--- src/rtl/z_writeback_sequencer.sv ---
// Captures a 64-bit ALU result into the Z pair and writes it back over the
// 32-bit shared bus: one beat to a GPR for narrow ops, LO then HI for wide ops.
module z_writeback_sequencer #(
  parameter int DATA_W = 32,
  parameter int NREG   = 16,
  localparam int DEST_W = (NREG > 1) ? $clog2(NREG) : 1
) (
  input  logic                clock,
  input  logic                clear_n,
  input  logic                res_valid,
  output logic                res_ready,
  input  logic [2*DATA_W-1:0] res_data,
  input  logic                res_wide,
  input  logic [DEST_W-1:0]   dest_idx,
  output logic                bus_req,
  input  logic                bus_grant,
  output logic [DATA_W-1:0]   bus_out,
  output logic [NREG-1:0]     r_in,
  output logic                lo_in,
  output logic                hi_in,
  output logic                busy,
  output logic                done
);

  typedef enum logic [1:0] {
    IDLE    = 2'd0,
    LO_BEAT = 2'd1,
    HI_BEAT = 2'd2,
    DONE    = 2'd3
  } state_t;

  state_t              state, state_next;
  logic [DATA_W-1:0]   z_hi, z_lo;
  logic                wide_q;
  logic [DEST_W-1:0]   dest_q;
  logic                capture;

  localparam logic [NREG-1:0] ONE_HOT_BASE = {{(NREG-1){1'b0}}, 1'b1};

  assign capture = (state == IDLE) && res_valid;

  always_ff @(posedge clock) begin
    if (!clear_n) begin
      state  <= IDLE;
      z_hi   <= '0;
      z_lo   <= '0;
      wide_q <= 1'b0;
      dest_q <= '0;
    end else begin
      state <= state_next;
      // Z and the latched op attributes only change at capture, so the
      // upstream result may change freely once it has been accepted.
      if (capture) begin
        z_hi   <= res_data[2*DATA_W-1:DATA_W];
        z_lo   <= res_data[DATA_W-1:0];
        wide_q <= res_wide;
        dest_q <= dest_idx;
      end
    end
  end

  always_comb begin
    state_next = state;
    case (state)
      IDLE:    if (res_valid) state_next = LO_BEAT;
      LO_BEAT: if (bus_grant) state_next = wide_q ? HI_BEAT : DONE;
      HI_BEAT: if (bus_grant) state_next = DONE;
      DONE:    state_next = IDLE;
      default: state_next = IDLE;
    endcase
  end

  // Moore outputs from state; write enables additionally need the grant.
  always_comb begin
    res_ready = 1'b0;
    bus_req   = 1'b0;
    bus_out   = '0;
    r_in      = '0;
    lo_in     = 1'b0;
    hi_in     = 1'b0;
    busy      = 1'b1;
    done      = 1'b0;
    case (state)
      IDLE: begin
        res_ready = 1'b1;
        busy      = 1'b0;
      end
      LO_BEAT: begin
        bus_req = 1'b1;
        bus_out = z_lo;
        if (bus_grant) begin
          if (wide_q) lo_in = 1'b1;
          else        r_in  = ONE_HOT_BASE << dest_q;
        end
      end
      HI_BEAT: begin
        bus_req = 1'b1;
        bus_out = z_hi;
        hi_in   = bus_grant;
      end
      DONE: begin
        done = 1'b1;
      end
      default: begin
        busy = 1'b1;
      end
    endcase
  end

endmodule

--- config.mk ---
export PLATFORM = sky130hd
export DESIGN_NAME = z_writeback_sequencer
export DESIGN_NICKNAME = d
export VERILOG_FILES = /design/src/rtl/z_writeback_sequencer.sv
export SDC_FILE = /design/constraint.sdc
export NUM_CORES = 1
export LEC_CHECK = 0
export CORE_ASPECT_RATIO = 0.7
export CORE_MARGIN = 3
export CORE_UTILIZATION = 34
export DETAILED_ROUTE_END_ITERATION = 6
export GPL_ROUTABILITY_DRIVEN = 0
export PLACE_DENSITY = 0.69
export REMOVE_ABC_BUFFERS = 1
export SLEW_MARGIN = 20
export SYNTH_ARGS = -nofsm -noshare
export SYNTH_HDL_FRONTEND = slang
export SYNTH_SLANG_ARGS = --single-unit
--- constraint.sdc ---
create_clock -name clock -period 2.1 [get_ports clock]
set_input_delay 0.315 -clock clock [delete_from_list [all_inputs] [get_ports clock]]
set_output_delay 0.315 -clock clock [all_outputs]
set_load 0.1 [all_outputs]
==> flow_summary.yaml <==
# implementation run metrics
synthesis:
  ys_seq_frac: 0.4217
  synth_cell_types: 26
  top_cells_by_count: "nand2_1 (141), dfxtp_1 (71), a21boi_0 (69)"
  avgSynthCellArea_um2: 7.950
  synthFlopType: "dfxtp_1"
  ys_top_cells_by_area: "dfxtp_1 (42%), nand2_1 (16%), a21boi_0 (15%)"
  async_reset_ff_frac: 0
  syn_inst: 424
  yosysMostFrequentCell: "nand2_1"
critical_path:
  r2r_end: "z_lo[6]"
  setup.worst_path.start: "state[0]"
  critPathSlowestCell: "or3b_1"
  crit_type: "reg -> out"
  crit_cells: 6
worst_hold_path:
  hold_end: "z_lo[25]"
  hold_depth: 2
  hold_class: "reg -> reg"
sta:
  clock.fmax_mhz: 456.2
  finalHoldViolCount: 0
  relSlewSlack: 0.6855
  slew_violations: 0
  rsz0062_at_grt: "true"
  report.final.setup_viol: 13
  setup_ws_ns: -0.09191
pwr:
  p_seq_uw: 1840
  combPwrFrac: 0.576
  internal_power_uw: 4362
  powerDensity_mw_per_mm2: 1232
  powerClk_uw: 1380
run:
  warnings: 31
global_route:
  overflow: 0
  grtUsageMet3: 0.05493
  grt_pass1_vias: 3330
  antenna_found_initial: 0
  met1_usage: 0.2540
  use_met2: 0.2950
  busiest_layer: "met2"
place:
  dpl.cell_count: 653
  port_buffers: 126
clock_network:
  clockBufferDepth: 2
  ctsHoldBuffers: 0
  clockRootBuffer: "clkbuf_16"
floorplan:
  die_y_um: 89.31
run_status:
  violations: "negative setup slack"
  status: "complete, but fails checks"
layout:
  num_antenna_cells: 0
  final_common_cell: "nand2_1"
  mostFrequentLayoutCells: "nand2_1 (141), clkdlybuf4s50_1 (71), a21boi_0 (69), dfxtp_1 (69), buf_12 (59)"
route:
  met2_wirelength_um: 5235
  wl_met3_um: 686
==> area by class of cell <==
class / count / area [um2] / area share
well taps: 124 / 155.1 / 0.02515
flip-flops and latches: 71 / 1426 / 0.2312
clock inverters: 7 / 47.55 / 0.007706
clock buffers: 9 / 225.2 / 0.03650
multi-input cells: 314 / 2195 / 0.3557
inverters: 4 / 18.77 / 0.003042
repair buffers: 150 / 2102 / 0.3407
==> kinds of logic after synthesis <==
kind of cell	after synthesis	share of synthesized area
AOI/OAI and AO/OA	105	0.2357
adders and majority gates	5	0.01856
buffers and inverters	39	0.05345
DFF	71	0.4217
muxes	1	0.002970
and+or+nand+nor	203	0.2676
==> timing repair <==
item / CTS / global route
pin swaps: 2 / 20
resized: 48 / 66
endpoints found under the setup margin: 48 / 48
gates cloned: 1 / 2
setup buffers: 2 / 5
==> images/placement_by_type.png <==
Drawn at 4 px/um.
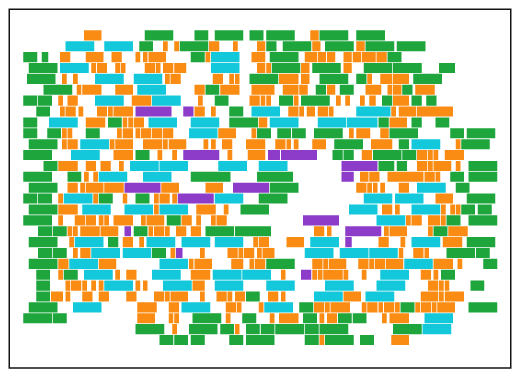
| colour | class | cells | share of their area |
|---|---|---|---|
| cyan | sequential cells | 71 | 24% |
| orange | combinational and other logic | 318 | 37% |
| green | remaining buffers and delay cells | 150 | 35% |
| purple | clock drivers and dummy loads | 16 | 4.5% |
fraction of area in registers: 0.2312
# rows: 29
post-route cell area: 0.006170 mm2
final core occ: 0.6590
Core Area: 0.009361 mm2

==> images/metal_density.png <==
Drawn at 3 px/um. 25 x 18 tiles, from dark purple (low) to yellow (high), scaled to the fullest tile. Values are wire area over tile area, all layers added.
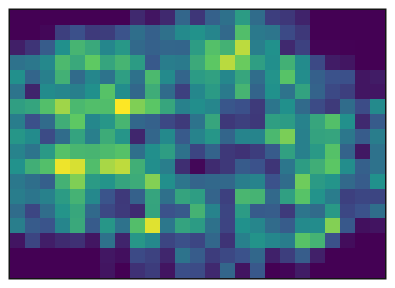
emptiest ninth of the die: upper right
tiles over half the peak: 28%
fullest tile: 0.44
routed wire length: 11100 um
GRT Total Usage: 0.1857
via count: 3344
DR WL/cell: 16.35 um

Power is estimated from default activity; no workload was simulated.
